## config.mk

```make
export PLATFORM = sky130hd
export DESIGN_NAME = dm_axi_master
export DESIGN_NICKNAME = d
export VERILOG_FILES = /design/src/rtl/cpu_axi_pkg.sv /design/src/rtl/dm_axi_master.sv
export SDC_FILE = /design/constraint.sdc
export NUM_CORES = 1
export LEC_CHECK = 0
export CORE_MARGIN = 1.5
export CORE_UTILIZATION = 37
export DETAILED_ROUTE_END_ITERATION = 16
export PLACE_DENSITY = 0.91
export SYNTH_ARGS = -nofsm -noshare
export SYNTH_HDL_FRONTEND = slang
export SYNTH_SLANG_ARGS = --single-unit
```

## constraint.sdc

```tcl
create_clock -name clk -period 3.6 [get_ports clk]
set_clock_uncertainty 0.2 [all_clocks]
set_input_delay 0.54 -clock clk [delete_from_list [all_inputs] [get_ports clk]]
set_output_delay 0.54 -clock clk [all_outputs]
set_load 0.01 [all_outputs]
```

## src/rtl/cpu_axi_pkg.sv

```systemverilog
// cpu_axi_pkg: FSM states and fixed AXI4 field values shared by the CPU-side bus masters.
package cpu_axi_pkg;

    typedef enum logic [2:0] {IDLE, RD_ADDR, RD_DATA, WR_REQ, WR_RESP, DONE} axi_state_e;

    localparam logic [7:0] AXI_LEN_SINGLE = 8'd0;
    localparam logic [2:0] AXI_SIZE_WORD  = 3'b010;
    localparam logic [1:0] AXI_BURST_INCR = 2'b01;

    localparam logic [1:0] AXI_RESP_OKAY   = 2'b00;
    localparam logic [1:0] AXI_RESP_EXOKAY = 2'b01;
    localparam logic [1:0] AXI_RESP_SLVERR = 2'b10;
    localparam logic [1:0] AXI_RESP_DECERR = 2'b11;

endpackage

```

## src/rtl/dm_axi_master.sv

```systemverilog
// dm_axi_master: turns MEM-stage data requests into single-beat AXI4 reads/writes, stalling via sync_d.
// Optional DM_RESP_ERR_EN adds a sticky bus-error flag with the first failing byte address.
module dm_axi_master
    import cpu_axi_pkg::*;
#(
    parameter int CPU_ADDR_W = 14,
    parameter int AXI_ADDR_W = 32,
    parameter int DATA_W = 32,
    parameter int ID_W = 4,
    parameter logic [ID_W-1:0] MASTER_ID = 4'd1
) (
    input  logic                  clk,
    input  logic                  rst,
    input  logic                  dm_req_r,
    input  logic [3:0]            dm_write_en,
    input  logic [CPU_ADDR_W-1:0] dm_addr,
    input  logic [DATA_W-1:0]     dm_data_in,
    output logic [DATA_W-1:0]     dm_data_out,
    output logic                  sync_d,
    output logic [AXI_ADDR_W-1:0] araddr,
    output logic [ID_W-1:0]       arid,
    output logic [7:0]            arlen,
    output logic [2:0]            arsize,
    output logic [1:0]            arburst,
    output logic                  arvalid,
    input  logic                  arready,
    input  logic [DATA_W-1:0]     rdata,
    input  logic [ID_W-1:0]       rid,
    input  logic [1:0]            rresp,
    input  logic                  rlast,
    input  logic                  rvalid,
    output logic                  rready,
    output logic [AXI_ADDR_W-1:0] awaddr,
    output logic [ID_W-1:0]       awid,
    output logic [7:0]            awlen,
    output logic [2:0]            awsize,
    output logic [1:0]            awburst,
    output logic                  awvalid,
    input  logic                  awready,
    output logic [DATA_W-1:0]     wdata,
    output logic [3:0]            wstrb,
    output logic                  wlast,
    output logic                  wvalid,
    input  logic                  wready,
    input  logic [ID_W-1:0]       bid,
    input  logic [1:0]            bresp,
    input  logic                  bvalid,
    output logic                  bready
`ifdef DM_RESP_ERR_EN
    ,
    output logic                  dm_err,
    output logic [AXI_ADDR_W-1:0] dm_err_addr
`endif
);

    localparam int PAD_W = AXI_ADDR_W - CPU_ADDR_W - 2;

    axi_state_e state_q, state_d;
    logic [CPU_ADDR_W-1:0] addr_q, addr_d;
    logic [3:0] strb_q, strb_d;
    logic [DATA_W-1:0] wdat_q, wdat_d, data_q, data_d;
    logic arvalid_q, arvalid_d, rready_q, rready_d;
    logic awvalid_q, awvalid_d, wvalid_q, wvalid_d, bready_q, bready_d;
    logic aw_done_q, aw_done_d, w_done_q, w_done_d;
    logic [AXI_ADDR_W-1:0] byte_addr;
    logic unused_ok;

    assign byte_addr = {{PAD_W{1'b0}}, addr_q, 2'b00};
    assign unused_ok = ^{rid, bid, rresp, bresp};

    always_comb begin
        state_d = state_q;
        addr_d = addr_q;
        strb_d = strb_q;
        wdat_d = wdat_q;
        data_d = data_q;
        arvalid_d = 1'b0;
        rready_d = 1'b0;
        awvalid_d = 1'b0;
        wvalid_d = 1'b0;
        bready_d = 1'b0;
        aw_done_d = aw_done_q;
        w_done_d = w_done_q;
        case (state_q)
            IDLE: begin
                if (dm_req_r | |dm_write_en) begin
                    addr_d = dm_addr;
                    strb_d = dm_write_en;
                    wdat_d = dm_data_in;
                end
                if (|dm_write_en) begin
                    state_d = WR_REQ;
                    awvalid_d = 1'b1;
                    wvalid_d = 1'b1;
                    aw_done_d = 1'b0;
                    w_done_d = 1'b0;
                end else if (dm_req_r) begin
                    state_d = RD_ADDR;
                    arvalid_d = 1'b1;
                end
            end
            RD_ADDR: begin
                arvalid_d = ~arready;
                rready_d = arready;
                state_d = arready ? RD_DATA : RD_ADDR;
            end
            RD_DATA: begin
                // beats without rlast are accepted and discarded
                rready_d = ~(rvalid & rlast);
                state_d = (rvalid & rlast) ? DONE : RD_DATA;
                data_d = (rvalid & rlast) ? rdata : data_q;
            end
            WR_REQ: begin
                aw_done_d = aw_done_q | awready;
                w_done_d = w_done_q | wready;
                awvalid_d = ~aw_done_d;
                wvalid_d = ~w_done_d;
                bready_d = aw_done_d & w_done_d;
                state_d = (aw_done_d & w_done_d) ? WR_RESP : WR_REQ;
            end
            WR_RESP: begin
                bready_d = ~bvalid;
                state_d = bvalid ? DONE : WR_RESP;
            end
            default: state_d = IDLE;
        endcase
    end

    always_ff @(posedge clk or posedge rst) begin
        if (rst) begin
            state_q <= IDLE;
            addr_q <= '0;
            strb_q <= '0;
            wdat_q <= '0;
            data_q <= '0;
            arvalid_q <= 1'b0;
            rready_q <= 1'b0;
            awvalid_q <= 1'b0;
            wvalid_q <= 1'b0;
            bready_q <= 1'b0;
            aw_done_q <= 1'b0;
            w_done_q <= 1'b0;
        end else begin
            state_q <= state_d;
            addr_q <= addr_d;
            strb_q <= strb_d;
            wdat_q <= wdat_d;
            data_q <= data_d;
            arvalid_q <= arvalid_d;
            rready_q <= rready_d;
            awvalid_q <= awvalid_d;
            wvalid_q <= wvalid_d;
            bready_q <= bready_d;
            aw_done_q <= aw_done_d;
            w_done_q <= w_done_d;
        end
    end

    assign sync_d = ((state_q == IDLE) & (dm_req_r | |dm_write_en)) |
                    (state_q == RD_ADDR) | (state_q == RD_DATA) |
                    (state_q == WR_REQ) | (state_q == WR_RESP);

    assign dm_data_out = data_q;
    assign araddr = byte_addr;
    assign arid = MASTER_ID;
    assign arlen = AXI_LEN_SINGLE;
    assign arsize = AXI_SIZE_WORD;
    assign arburst = AXI_BURST_INCR;
    assign arvalid = arvalid_q;
    assign rready = rready_q;
    assign awaddr = byte_addr;
    assign awid = MASTER_ID;
    assign awlen = AXI_LEN_SINGLE;
    assign awsize = AXI_SIZE_WORD;
    assign awburst = AXI_BURST_INCR;
    assign awvalid = awvalid_q;
    assign wdata = wdat_q;
    assign wstrb = strb_q;
    assign wlast = 1'b1;
    assign wvalid = wvalid_q;
    assign bready = bready_q;

`ifdef DM_RESP_ERR_EN
    logic err_q, err_d, resp_err;
    logic [AXI_ADDR_W-1:0] err_addr_q, err_addr_d;

    assign resp_err = ((state_q == RD_DATA) & rvalid & (rresp != AXI_RESP_OKAY)) |
                      ((state_q == WR_RESP) & bvalid & (bresp != AXI_RESP_OKAY));

    always_comb begin
        err_d = err_q | resp_err;
        err_addr_d = (resp_err & ~err_q) ? byte_addr : err_addr_q;
    end

    always_ff @(posedge clk or posedge rst) begin
        if (rst) begin
            err_q <= 1'b0;
            err_addr_q <= '0;
        end else begin
            err_q <= err_d;
            err_addr_q <= err_addr_d;
        end
    end

    assign dm_err = err_q;
    assign dm_err_addr = err_addr_q;
`endif

endmodule
```

==> flow_summary.yaml, run 1 <==
# physical design summary
layout:
  regArea_um2: 2300
  n_all_inverters: 4
  fillers: 901
  final_net_count: 593
  num-multi-input-gates: 188
outcome:
  status: "finished, final reports clean"
critical_path:
  regToRegEndpoint: "wstrb[3]$_DFFE_PP0P_"
  reg2reg_depth: 4
  worstSetupPathType: "in -> out"
  cp_top_family: "buffers and inverters"
  cp_slowest_cell: "clkdlybuf4s50_1"
routing:
  highest_layer: "met4"
  drt_iter0_drc: 38
  ant_nets: 0
logic_synthesis:
  logic_family: "multiplexers"
  ys_seq_share_pct: 54.2
  edf_count: 0
  yosysTopAreaCell: "dfrtp_1"
  compound_area_share_pct: 2.00
  top_cells_by_area: "dfrtp_1 (54%), mux2_2 (20%), buf_4 (15%)"
  syn_inst: 311
grt:
  grt.busiest_layer: "met2"
  antenna_found_initial: 0
  grtUsageMet3_pct: 2.76
min_path:
  whs_path_depth: 1
  hold_class: "reg -> reg"
  hold_path_end: "dm_data_out[1]$_DFFE_PP0P_"
floorplan:
  die-area_um2: 12100
  fp_util_pct: 38.5
  core_area_um2: 11000
timing:
  worst_slack_ns: 0.548
  tns_ns: 0
  fmax_mhz: 328
  worstMarginPinSlew_ns: 0.824
pwr:
  powerDensity_nw_per_um2: 861
  p_comb_share_pct: 48.5
  ir_worst_vdd_v: 0.000385
  p_switching_mw: 1.64
  pg_seq_mw: 1.88
job:
  drv_cap: 0
clock_tree:
  cts-root-buf: "clkbuf_16"
Run 1, sequential cells coloured by netlist name:
(4 px per µm) Other sequential cells in the stronger grey, the rest of the logic in the fainter grey.
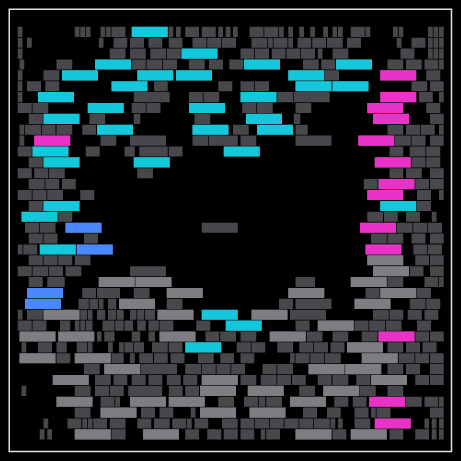
`wdata`: in cyan, sequential cells 32. `addr_q`: in magenta, sequential cells 14. `wstrb`: in blue, sequential cells 4, where west.
Another 42 sequential cells are not coloured.

Run 1, placed standard cells:
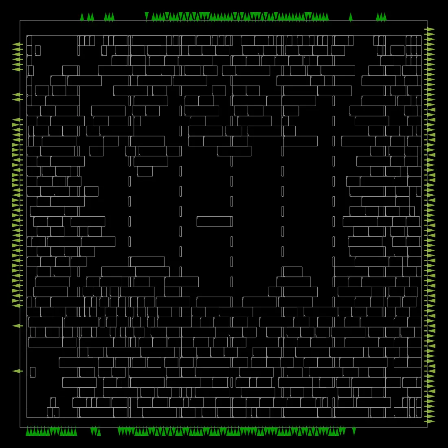
site row count: 38
flop count: 92
final core occ: 55.9%

Run 1, M3 wires:
(3 px per µm)
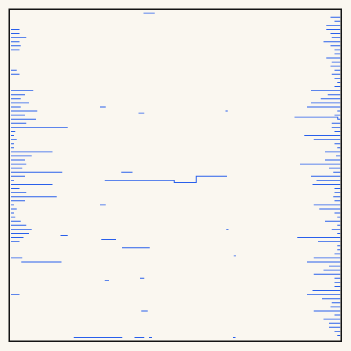
The layer holds 7.4% of the routed length. The longest straight run is 23.0 µm. The layer carries 680 µm of wire.

Run 1, placement by cell class:
(2 px per µm)
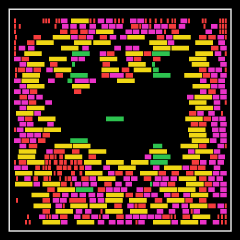
remaining buffers and delay cells: in magenta, cells 195, share of their area 33%. clock drivers and dummy loads: in green, cells 15, share of their area 4.5%. sequential cells: in yellow, cells 92, share of their area 38%. combinational and other logic: in red, cells 192, share of their area 24%.

--- run 2 (diff from run 1) ---
CORE_UTILIZATION = 33   (was 37)
PLACE_DENSITY = 0.86   (was 0.91)
clock period = 2.5 ns   (was 3.6 ns; I/O delays follow)
Run 2, M3 wires:
(3 px per µm)
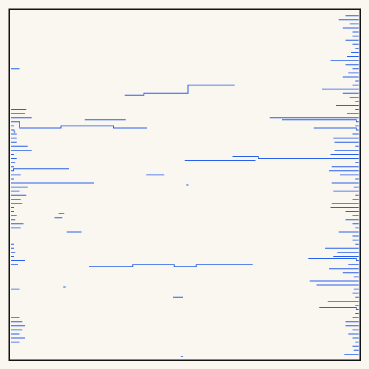
The layer holds 8.8% of the routed length. The wires run mostly horizontal.

Run 2, placement by cell class:
(2 px per µm)
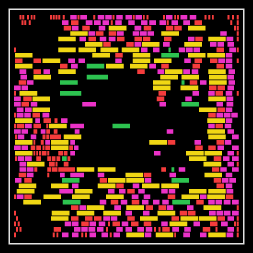
remaining buffers and delay cells: in magenta, cells 204, share of their area 34%. sequential cells: in yellow, cells 92, share of their area 38%. clock drivers and dummy loads: in green, cells 15, share of their area 5.0%. combinational and other logic: in red, cells 192, share of their area 24%.

Run 2, sequential cells coloured by netlist name:
(4 px per µm) Other sequential cells in the stronger grey, the rest of the logic in the fainter grey.
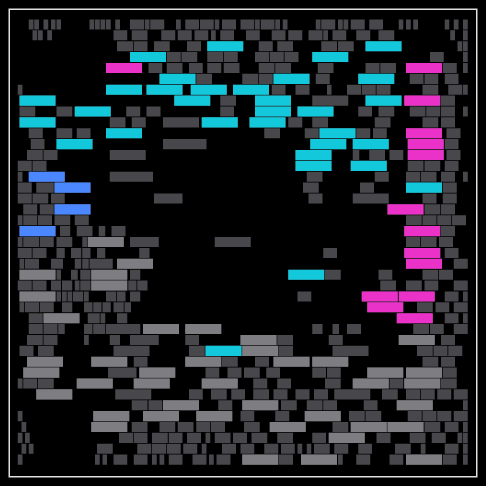
`wdata`: in cyan, sequential cells 32. `wstrb`: in blue, sequential cells 4, where west. `addr_q`: in magenta, sequential cells 14.
Another 42 sequential cells are not coloured.

==> flow_summary.yaml, run 2 <==
# physical design summary
outcome:
  status: "finished, final reports clean"
logic_synthesis:
  compound_area_share_pct: 2.00
  syn_inst: 311
  top_cells_by_area: "dfrtp_1 (54%), mux2_2 (20%), buf_4 (15%)"
  yosysTopAreaCell: "dfrtp_1"
  edf_count: 0
layout:
  regArea_um2: 2300
  n_antenna_cell: 0
  num-multi-input-gates: 188
  final_core_utilization_pct: 50.4
  final_net_count: 602
  fillers: 1110
  n_all_inverters: 4
  drive_gt1_share_pct: 21.7
  seq_cell_count: 92
clock_tree:
  cts-root-buf: "clkbuf_16"
timing:
  fmax_mhz: 426
  tns_ns: 0
critical_path:
  worstSetupPathType: "in -> out"
  regToRegEndpoint: "dm_data_out[17]$_DFFE_PP0P_"
  reg2reg_depth: 4
  cp_slowest_cell: "clkdlybuf4s50_1"
  cp_max_fo: 2
job:
  drv_cap: 0
grt:
  antenna_found_initial: 0
  grtUsageMet3_pct: 5.29
  grt_pass1_vias: 2743
  grt.busiest_layer: "met2"
floorplan:
  die-area_um2: 13600
  fp_util_pct: 33.8
  core_area_um2: 12600
pwr:
  pg_seq_mw: 2.66
  ir_worst_vdd_v: 0.000473
  p_switching_mw: 2.41
  p_comb_share_pct: 48.6
routing:
  highest_layer: "met4"
  drt_iter0_drc: 102
min_path:
  hold_class: "in -> async"
--- run 3 (diff from run 2) ---
CELL_PAD_IN_SITES_DETAIL_PLACEMENT = 1   (was not set)
CELL_PAD_IN_SITES_GLOBAL_PLACEMENT = 1   (was not set)
CORE_UTILIZATION = 24   (was 33)
PLACE_DENSITY = 0.85   (was 0.86)
Run 3, sequential cells coloured by netlist name:
(4 px per µm) Other sequential cells in the stronger grey, the rest of the logic in the fainter grey.
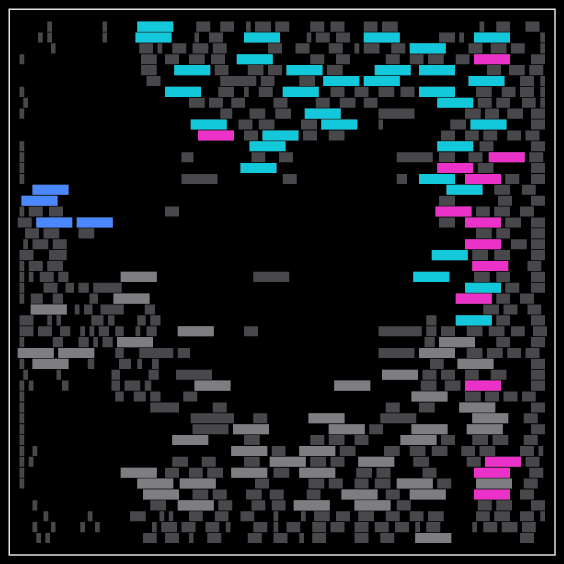
`wdata`: in cyan, sequential cells 32. `wstrb`: in blue, sequential cells 4. `addr_q`: in magenta, sequential cells 14.

Run 3, placed standard cells:
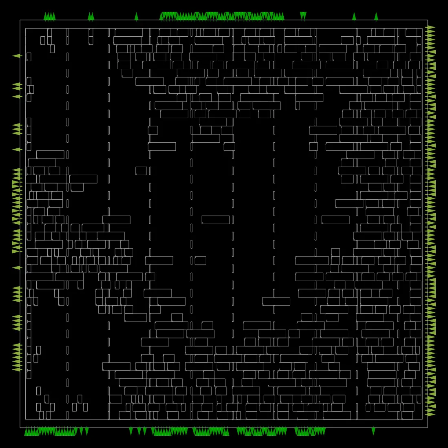
site row count: 48
Filler cells: 1,879
final core occ: 36.9%

Run 3, M3 wires:
(3 px per µm)
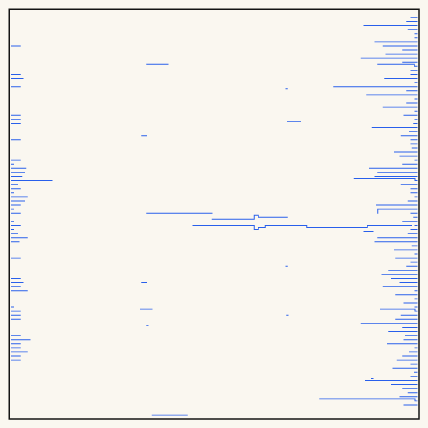
143 nets have wire on it. The layer carries 955 µm of wire.

==> flow_summary.yaml, run 3 <==
# physical design summary
routing:
  ant_nets: 0
  drt_iter0_drc: 38
  dr_wl_met3_um: 955
  vias_per_cell: 3.87
  highest_layer: "met4"
  m1WireLength_um: 3910
critical_path:
  cp.required_ns: 1.92
  regToRegEndpoint: "dm_data_out[27]$_DFFE_PP0P_"
  cp-startpoint: "dm_write_en[2]"
  cp_max_fo: 2
  path_cells: "clkdlybuf4s50_1 -> nor4_2 -> nand2b_1 -> o21ai_2 -> inv_1 -> dlygate4sd2_1"
  cp_num_buf_inv: 3
  reg2reg_depth: 4
  cp_top_family: "buffers and inverters"
  worstSetupPathType: "in -> out"
  cp_slowest_cell: "clkdlybuf4s50_1"
timing:
  setup_viol: 0
  tns_ns: 0
  fmax_mhz: 424
  worst_slack_ns: 0.144
  maxSlewHeadroom_pct: 53.8
  worstMarginPinSlew_ns: 0.693
clock_tree:
  cts_hold_buf: 0
  clk_latency_ns: 0.34
  cts-root-buf: "clkbuf_16"
  ctsLongestPathBuffers: 2
logic_synthesis:
  edf_count: 0
  top_area_share_pct: 54.2
  syn_inst: 311
  top_cells_by_area: "dfrtp_1 (54%), mux2_2 (20%), buf_4 (15%)"
  logic_family: "multiplexers"
  xor_share_pct: 0
  ys_chip_area_um2: 4250
  yosysTopAreaCell: "dfrtp_1"
  yosysMostFrequentCell: "dfrtp_1"
  compound_area_share_pct: 2.00
  ys_seq_share_pct: 54.2
min_path:
  hold_class: "reg -> reg"
  hold_path_end: "dm_data_out[5]$_DFFE_PP0P_"
  hp-start: "dm_data_out[5]$_DFFE_PP0P_"
  whs_path_depth: 1
grt:
  grt_pass1_wl_um: 16600
  antenna_found_initial: 0
  grt_use_met1_pct: 12.5
  grtUsageMet3_pct: 3.32
  grt.busiest_layer: "met2"
  grt_pass1_vias: 3026
  grt_remaining_overflow: 0
layout:
  regArea_um2: 2300
  drive_gt1_share_pct: 21.7
  n_antenna_cell: 0
  final_net_count: 600
  n_all_inverters: 4
  seq_cell_count: 92
  num-multi-input-gates: 188
floorplan:
  fp_util_pct: 24.6
  die-area_um2: 18500
  ios: 276
  core_area_um2: 17300
job:
  drv_cap: 0
pwr:
  pg_seq_mw: 2.69
  p_comb_share_pct: 48.2
  p_switching_mw: 2.52
  powerDensity_nw_per_um2: 1260
  ir_worst_vdd_v: 0.000513
placed_design:
  pre_cts_ws_ns: -0.138
  dp_hpwl_um: 8970
  placed_cell_area_um2: 6060
outcome:
  status: "finished, final reports clean"
No activity file was given, so power comes from the tool's default toggle rates.
